<file path="config.mk">
export PLATFORM = sky130hd
export DESIGN_NAME = zeroriscy_htif_mon
export DESIGN_NICKNAME = d
export VERILOG_FILES = /design/src/rtl/zeroriscy_htif_pkg.sv /design/src/rtl/zeroriscy_htif_con_fifo.sv /design/src/rtl/zeroriscy_htif_mon.sv
export SDC_FILE = /design/constraint.sdc
export NUM_CORES = 1
export LEC_CHECK = 0
export CORE_MARGIN = 3
export CORE_UTILIZATION = 35
export CTS_CLUSTER_SIZE = 28
export DETAILED_ROUTE_END_ITERATION = 10
export PLACE_DENSITY = 0.59
export SKIP_LAST_GASP = 1
export SYNTH_ARGS = -nofsm -noshare
export SYNTH_HDL_FRONTEND = slang
export SYNTH_SLANG_ARGS = --single-unit
</file>
<file path="constraint.sdc">
create_clock -name clk -period 8.4 [get_ports clk]
set_input_delay 2.52 -clock clk [delete_from_list [all_inputs] [get_ports clk]]
set_output_delay 2.52 -clock clk [all_outputs]
set_load 0.01 [all_outputs]
</file>
<file path="src/rtl/zeroriscy_htif_pkg.sv">
// Shared types and default addresses for the zero-riscy host-interface monitor.
package zeroriscy_htif_pkg;

  typedef enum logic [1:0] {
    RUN     = 2'd0,
    PASS    = 2'd1,
    FAIL    = 2'd2,
    TIMEOUT = 2'd3
  } htif_state_e;

  localparam logic [31:0] HTIF_TOHOST0 = 32'h8000_1000;
  localparam logic [31:0] HTIF_TOHOST1 = 32'h8000_3000;
  localparam logic [31:0] HTIF_TOHOST2 = 32'h8017_fffc;
  localparam logic [31:0] HTIF_CONSOLE = 32'h9a10_0000;

  localparam int HTIF_FAIL_W = 31;

endpackage

</file>
<file path="src/rtl/zeroriscy_htif_con_fifo.sv">
// Console byte FIFO with a registered head, wrap-bit pointers and a sticky drop flag.
module zeroriscy_htif_con_fifo #(
  parameter int DEPTH = 16,
  parameter int WIDTH = 8
) (
  input  logic             clk,
  input  logic             reset,
  input  logic             push_i,
  input  logic [WIDTH-1:0] din_i,
  input  logic             pop_i,
  output logic [WIDTH-1:0] dout_o,
  output logic             valid_o,
  output logic             overflow_o
);

  localparam int AW = $clog2(DEPTH);

  logic [AW:0]      wr_ptr_q, wr_ptr_d;
  logic [AW:0]      rd_ptr_q, rd_ptr_d;
  logic [WIDTH-1:0] head_q, head_d;
  logic             ovf_q, ovf_d;
  logic [WIDTH-1:0] mem_q [DEPTH];

  logic empty, full, do_pop, do_push;

  assign empty   = (wr_ptr_q == rd_ptr_q);
  assign full    = (wr_ptr_q[AW] != rd_ptr_q[AW]) && (wr_ptr_q[AW-1:0] == rd_ptr_q[AW-1:0]);
  assign do_pop  = pop_i & ~empty;
  assign do_push = push_i & (~full | do_pop);

  // The head register is refreshed from the slot rd_ptr_d will point at; when that
  // slot is being written this very edge, the incoming byte is taken instead.
  always_comb begin
    wr_ptr_d = wr_ptr_q + {{AW{1'b0}}, do_push};
    rd_ptr_d = rd_ptr_q + {{AW{1'b0}}, do_pop};
    ovf_d    = ovf_q | (push_i & full & ~do_pop);
    head_d   = head_q;
    if (wr_ptr_d != rd_ptr_d) begin
      if (do_push && (wr_ptr_q[AW-1:0] == rd_ptr_d[AW-1:0])) head_d = din_i;
      else                                                   head_d = mem_q[rd_ptr_d[AW-1:0]];
    end
  end

  always_ff @(posedge clk) begin
    if (reset) begin
      wr_ptr_q <= '0;
      rd_ptr_q <= '0;
      head_q   <= '0;
      ovf_q    <= 1'b0;
    end else begin
      wr_ptr_q <= wr_ptr_d;
      rd_ptr_q <= rd_ptr_d;
      head_q   <= head_d;
      ovf_q    <= ovf_d;
    end
  end

  always_ff @(posedge clk) begin
    if (do_push) mem_q[wr_ptr_q[AW-1:0]] <= din_i;
  end

  assign dout_o     = head_q;
  assign valid_o    = ~empty;
  assign overflow_o = ovf_q;

endmodule

</file>
<file path="src/rtl/zeroriscy_htif_mon.sv">
// Passive tohost verdict / console monitor on the zero-riscy data port.
// Define ZERORISCY_HTIF_MON_TRACE_EN to add simulation console echo and verdict messages.
module zeroriscy_htif_mon
  import zeroriscy_htif_pkg::*;
#(
  parameter int                      NUM_TOHOST   = 3,
  parameter logic [NUM_TOHOST*32-1:0] TOHOST_ADDRS = {HTIF_TOHOST2, HTIF_TOHOST1, HTIF_TOHOST0},
  parameter logic [31:0]             CONSOLE_ADDR = HTIF_CONSOLE,
  parameter int                      CON_DEPTH    = 16,
  parameter int                      CYCLE_W      = 64
) (
  input  logic                   clk,
  input  logic                   reset,
  input  logic                   data_req_i,
  input  logic                   data_we_i,
  input  logic [3:0]             data_be_i,
  input  logic [31:0]            data_addr_i,
  input  logic [31:0]            data_wdata_i,
  input  logic [CYCLE_W-1:0]     max_cycles_i,
  output logic                   con_valid_o,
  output logic [7:0]             con_data_o,
  input  logic                   con_ready_i,
  output logic                   con_overflow_o,
  output logic                   done_o,
  output logic                   pass_o,
  output logic                   timeout_o,
  output logic [HTIF_FAIL_W-1:0] fail_code_o,
  output logic [CYCLE_W-1:0]     cycle_count_o
);

  function automatic logic [CYCLE_W-1:0] sat_inc(input logic [CYCLE_W-1:0] v);
    return (&v) ? v : v + CYCLE_W'(1);
  endfunction

  htif_state_e            state_q, state_d;
  logic [CYCLE_W-1:0]     cnt_q, cnt_d;
  logic                   hit_p1_q, hit_p1_d;
  logic [31:0]            wdata_p1_q;
  logic [HTIF_FAIL_W-1:0] fail_code_q, fail_code_d;

  logic store, tohost_hit, con_push, con_pop, timeout_cond;
  logic unused_be;

  assign store     = data_req_i & data_we_i;
  assign con_push  = store & (data_addr_i == CONSOLE_ADDR) & data_be_i[0];
  assign con_pop   = con_valid_o & con_ready_i;
  assign unused_be = ^data_be_i[3:1];

  always_comb begin
    tohost_hit = 1'b0;
    for (int i = 0; i < NUM_TOHOST; i++) begin
      if (data_addr_i == TOHOST_ADDRS[i*32 +: 32]) tohost_hit = 1'b1;
    end
  end

  assign hit_p1_d     = store & tohost_hit;
  assign timeout_cond = (max_cycles_i != '0) && (cnt_q > max_cycles_i);

  // Stage 1 -> stage 2 boundary: registered tohost hit and write data
  always_ff @(posedge clk) begin
    if (reset) begin
      state_q  <= RUN;
      cnt_q    <= '0;
      hit_p1_q <= 1'b0;
    end else begin
      state_q  <= state_d;
      cnt_q    <= cnt_d;
      hit_p1_q <= hit_p1_d;
    end
  end

  always_ff @(posedge clk) begin
    wdata_p1_q  <= data_wdata_i;
    fail_code_q <= fail_code_d;
  end

  // Tohost verdict takes precedence over a same-cycle timeout.
  always_comb begin
    state_d     = state_q;
    fail_code_d = fail_code_q;
    cnt_d       = (state_q == RUN) ? sat_inc(cnt_q) : cnt_q;
    if (state_q == RUN) begin
      if (hit_p1_q && (wdata_p1_q == 32'd1)) begin
        state_d = PASS;
      end else if (hit_p1_q && (wdata_p1_q != 32'd0)) begin
        state_d     = FAIL;
        fail_code_d = wdata_p1_q[31:1];
      end else if (timeout_cond) begin
        state_d = TIMEOUT;
      end
    end
  end

  always_comb begin
    done_o        = (state_q != RUN);
    pass_o        = (state_q == PASS);
    timeout_o     = (state_q == TIMEOUT);
    fail_code_o   = (state_q == FAIL) ? fail_code_q : '0;
    cycle_count_o = cnt_q;
  end

  zeroriscy_htif_con_fifo #(
    .DEPTH (CON_DEPTH),
    .WIDTH (8)
  ) u_con_fifo (
    .clk        (clk),
    .reset      (reset),
    .push_i     (con_push),
    .din_i      (data_wdata_i[7:0]),
    .pop_i      (con_pop),
    .dout_o     (con_data_o),
    .valid_o    (con_valid_o),
    .overflow_o (con_overflow_o)
  );

`ifdef ZERORISCY_HTIF_MON_TRACE_EN
  always_ff @(posedge clk) begin
    if (!reset) begin
      if (con_pop) $write("%s", con_data_o);
      if (state_q == RUN) begin
        if (state_d == PASS) begin
          $display("*** PASSED *** after %d simulation cycles", cnt_d);
          $finish;
        end else if (state_d == FAIL) begin
          $display("*** FAILED *** (tohost = %d)", wdata_p1_q);
          $finish;
        end else if (state_d == TIMEOUT) begin
          $display("*** FAILED *** (timeout)");
          $finish;
        end
      end
    end
  end
`else
`endif

endmodule

</file>
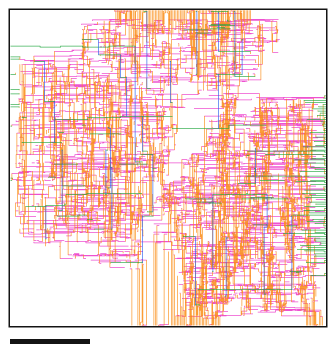
(run_1/metal_stack.png)
Bar = 50 um.
colour	layer	wire length
blue	met4	919 um
green	met3	1,650 um
magenta	met1	15,700 um
orange	met2	17,600 um

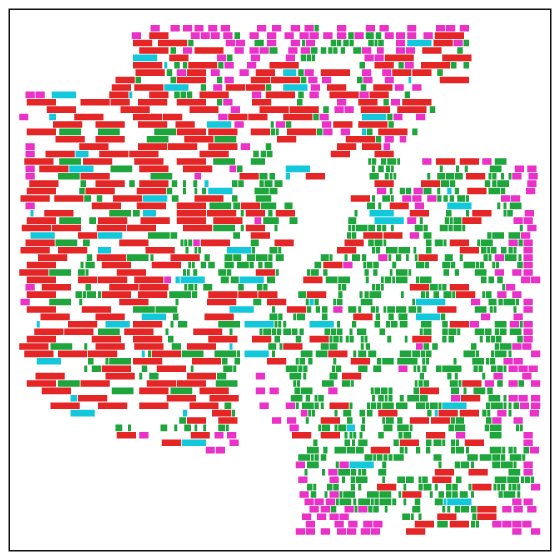
(run_1/cell_classes.png)
colour	class	cells	share of their area
cyan	clock drivers and dummy loads	56	6.1%
red	flip-flops	277	44%
green	all other logic	803	35%
magenta	other buffers and delay cells	250	15%

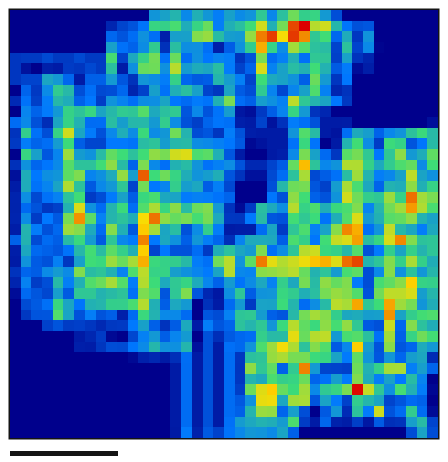
(run_1/wire_density.png)
Bar = 50 um. 40 x 40 tiles, from dark blue (low) to red (high), scaled to the fullest tile. Values are wire area over tile area, all layers added.
tiles over half the peak	17%
nearly empty tiles	18%
mean over tiles	0.14
fullest tile	0.50
densest ninth of the die	east

==> results_slide.txt, run 1 <==
Physical Implementation Snapshot

Place
  • Dpl hpwl: 26,100 um

Logic synthesis
  • Mapped Cells: 1,120
  • Synthesis area per yosys: 13,000 um2
  • Post-synth EDFFs: 159
  • Commonest cells post-synth: edfxtp_1 (159), dfxtp_1 (118), nor2_1 (111)
  • Distinct lib cells: 65

Global route
  • First-pass GRT wire length: 53,300 um
  • Vias in the first global route: 9,244

Power
  • P_sw: 0.000610 W
  • Power share of the clock group: 0.452
  • Pwr dens: 171 nW/um2
  • VDD IR max: 0.197 mV

Hold path
  • Min-delay src: wdata_p1_q[15]

Final layout
  • Clock Buffer Count: 41
  • Share of cells above drive strength 1: 0.0837
  • Final instance area: 16,800 um2
  • Seq cells: 277

Die
  • Die height: 198 um
  • Chip footprint: 39,400 um2

Worst setup path
  • Reg2reg start: u_con_fifo.wr_ptr_q[1]
  • R2R Setup Slk: 4410 ps
  • Kind of end point of the critical path: register
  • Slowest stage delay, CP: 540 ps

Route
  • Pre-antenna DRT Iters: 5
  • Met1 Wirelength: 15,700 um
  • Routed WL: 35,900 um
  • Met2 WL: 17,600 um

STA
  • Post-layout period usage: 0.682

Clock tree
  • H-tree depth: 1
  • CTS Sinks: 277
  • Post-CTS Setup Bufs: 0

Status
  • Status: complete, no violations
==> run_1/registers.png <==
Bar = 50 um.
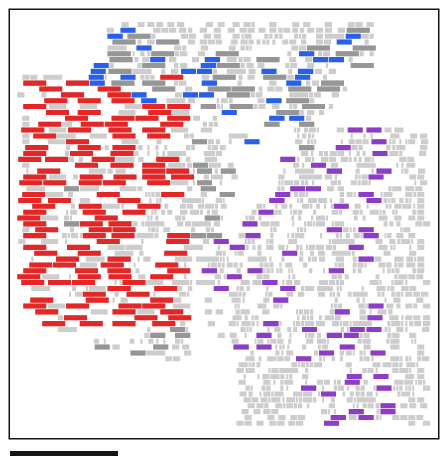

## Run 2: what changed since run 1
--- a/config.mk
+++ b/config.mk
@@ -9,7 +9,7 @@
 export CORE_UTILIZATION = 35
 export CTS_CLUSTER_SIZE = 28
 export DETAILED_ROUTE_END_ITERATION = 10
-export PLACE_DENSITY = 0.59
+export PLACE_DENSITY = 0.62
 export SKIP_LAST_GASP = 1
 export SYNTH_ARGS = -nofsm -noshare
 export SYNTH_HDL_FRONTEND = slang
==> constraint.sdc (replaced) <==
create_clock -name clk -period 5.1 [get_ports clk]
set_input_delay 1.53 -clock clk [delete_from_list [all_inputs] [get_ports clk]]
set_output_delay 1.53 -clock clk [all_outputs]
set_load 0.01 [all_outputs]
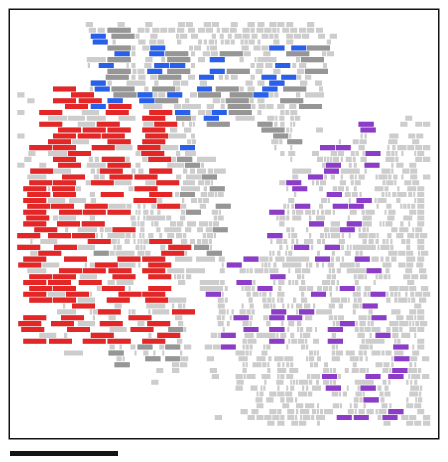
(run_2/registers.png)
Bar = 50 um.
colour	netlist name	placed flops
purple	cycle_count_o	64
red	u_con_fifo.mem_q	128
blue	wdata_p1_q	32

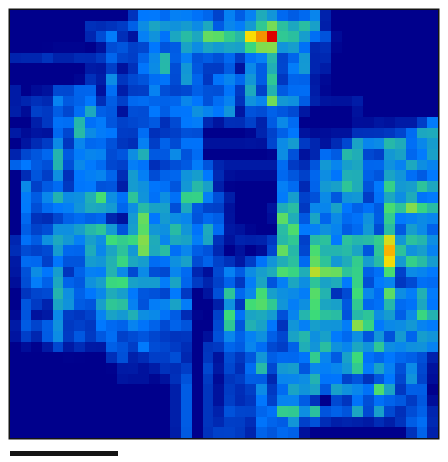
(run_2/wire_density.png)
Bar = 50 um. 40 x 40 tiles, from dark blue (low) to red (high), scaled to the fullest tile. Values are wire area over tile area, all layers added.
densest ninth of the die	east
nearly empty tiles	21%
mean over tiles	0.14

==> run 2 against run 1 <==
Cell count rose by 1.2%. Clock power is 65% higher. Clock skew decreased by 3.8 ps. Die size unchanged. Non-clock buffer count is 23 higher. Worst hold slack lost 4.9 ps. Flip-flop count stayed put. Critical path type unchanged. Largest power group unchanged. Highest routed layer unchanged.
==> results_slide.txt, run 2 <==
Physical Implementation Snapshot

Die
  • Die height: 198 um (unchanged)
  • Chip footprint: 39,400 um2 (unchanged)

Final layout
  • Clock Buffer Count: 36 (was 41)
  • Seq cells: 277 (unchanged)

Route
  • Routed WL: 35,900 um (about the same)
  • Pre-antenna DRT Iters: 4 (was 5)

Logic synthesis
  • Synthesis area per yosys: 13,000 um2 (unchanged)
  • Post-synth EDFFs: 159 (unchanged)
  • Distinct lib cells: 65 (unchanged)
  • Commonest cells post-synth: edfxtp_1 (159), dfxtp_1 (118), nor2_1 (111) (unchanged)

Power
  • VDD IR max: 0.260 mV (was 0.197 mV)
  • P_sw: 0.00100 W (was 0.000610 W)
  • Power share of the clock group: 0.451 (was 0.452)
  • Pwr dens: 279 nW/um2 (was 171 nW/um2)

Worst setup path
  • Reg2reg start: u_con_fifo.wr_ptr_q[1] (unchanged)
  • Kind of end point of the critical path: register (unchanged)
  • Slowest stage delay, CP: 570 ps (was 540 ps)
  • R2R Setup Slk: 1240 ps (was 4410 ps)

Global route
  • Vias in the first global route: 9,671 (was 9,244)

Clock tree
  • H-tree depth: 1 (unchanged)
  • Post-CTS Setup Bufs: 0 (unchanged)

STA
  • Post-layout period usage: 0.828

Hold path
  • Min-delay src: wdata_p1_q[7] (was wdata_p1_q[15])

Status
  • Status: complete, no violations (unchanged)
==> run_2/cell_classes.png <==
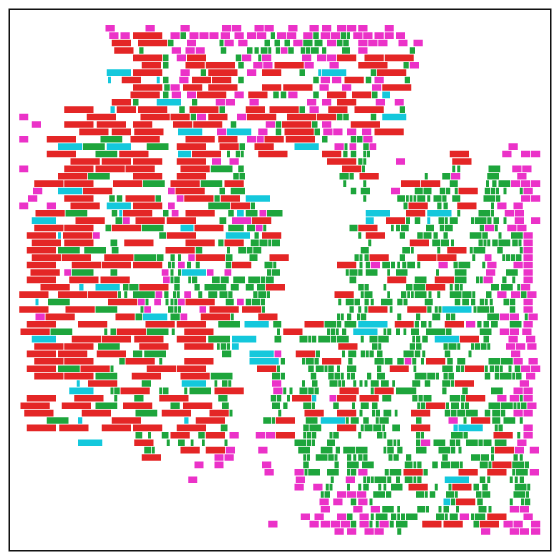

## Run 3: what changed since run 2
--- a/config.mk
+++ b/config.mk
@@ -9,7 +9,7 @@
 export CORE_UTILIZATION = 35
 export CTS_CLUSTER_SIZE = 28
 export DETAILED_ROUTE_END_ITERATION = 10
-export PLACE_DENSITY = 0.62
+export PLACE_DENSITY = 0.59
 export SKIP_LAST_GASP = 1
 export SYNTH_ARGS = -nofsm -noshare
 export SYNTH_HDL_FRONTEND = slang
==> constraint.sdc (replaced) <==
create_clock -name clk -period 4.17 [get_ports clk]
set_input_delay 1.251 -clock clk [delete_from_list [all_inputs] [get_ports clk]]
set_output_delay 1.251 -clock clk [all_outputs]
set_load 0.01 [all_outputs]
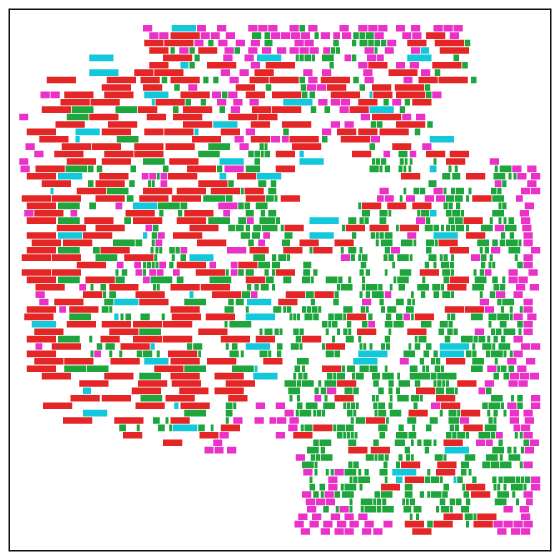
(run_3/cell_classes.png)
colour	class	cells	share of their area
green	all other logic	803	34%
cyan	clock drivers and dummy loads	56	6.3%
red	flip-flops	277	43%
magenta	other buffers and delay cells	294	17%

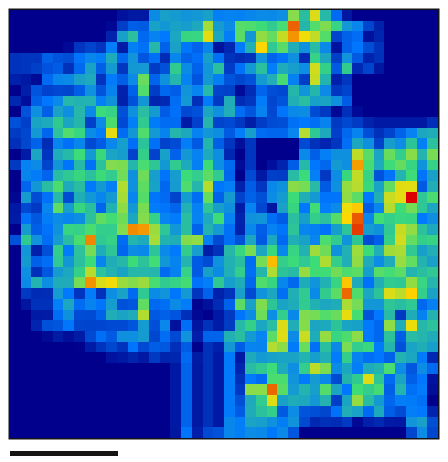
(run_3/wire_density.png)
Bar = 50 um. 40 x 40 tiles, from dark blue (low) to red (high), scaled to the fullest tile. Values are wire area over tile area, all layers added.
nearly empty tiles	17%
densest ninth of the die	east
emptiest ninth of the die	south-west
mean over tiles	0.15

==> run 3 against run 2 <==
Via count shrank 1.7%. Flip-flop count stayed put. Die size did not move. Critical path depth is the same. Register-to-register slack worse by 440 ps. Count of clock-buffer cells in the layout fell by 4. Sequential power grew 22%. Worst setup slack worse by 610 ps. Worst hold slack gained 2.9 ps. Sequential share of layout area is 0.59 points lower. Combinational power is 27% higher. Cell area is 1.4% higher.
==> results_slide.txt, run 3 <==
Physical Implementation Snapshot

Die
  • Chip footprint: 39,400 um2 (unchanged)

Route
  • Routed WL: 36,300 um (was 35,900 um)
  • Met1 Wirelength: 15,800 um (was 15,300 um)
  • Pre-antenna DRT Iters: 4 (unchanged)

Hold path
  • Min-delay src: wdata_p1_q[3] (was wdata_p1_q[7])

Clock tree
  • Post-CTS Setup Bufs: 0 (unchanged)
  • CTS Sinks: 277 (unchanged)
  • H-tree depth: 1 (unchanged)

Worst setup path
  • Kind of end point of the critical path: register (unchanged)
  • R2R Setup Slk: 800 ps (was 1240 ps)
  • Slowest stage delay, CP: 440 ps (was 570 ps)
  • Reg2reg start: u_con_fifo.wr_ptr_q[1] (unchanged)

Power
  • Pwr dens: 344 nW/um2 (was 279 nW/um2)
  • VDD IR max: 0.312 mV (was 0.260 mV)
  • Power share of the clock group: 0.463 (was 0.451)

Logic synthesis
  • Commonest cells post-synth: edfxtp_1 (159), dfxtp_1 (118), nor2_1 (111) (unchanged)
  • Synthesis area per yosys: 13,000 um2 (unchanged)
  • Synth Warn #: 0 (unchanged)
  • Post-synth EDFFs: 159 (unchanged)
  • Distinct lib cells: 65 (unchanged)

Final layout
  • Seq cells: 277 (unchanged)
  • Share of cells above drive strength 1: 0.113 (was 0.0966)
  • Final instance area: 17,200 um2 (was 17,000 um2)

Status
  • Status: complete, no violations (unchanged)

Global route
  • First-pass GRT wire length: 54,500 um (was 54,300 um)
  • Vias in the first global route: 9,568 (was 9,671)

Place
  • Dpl hpwl: 27,000 um (was 26,600 um)
Power is estimated from default activity; no workload was simulated.
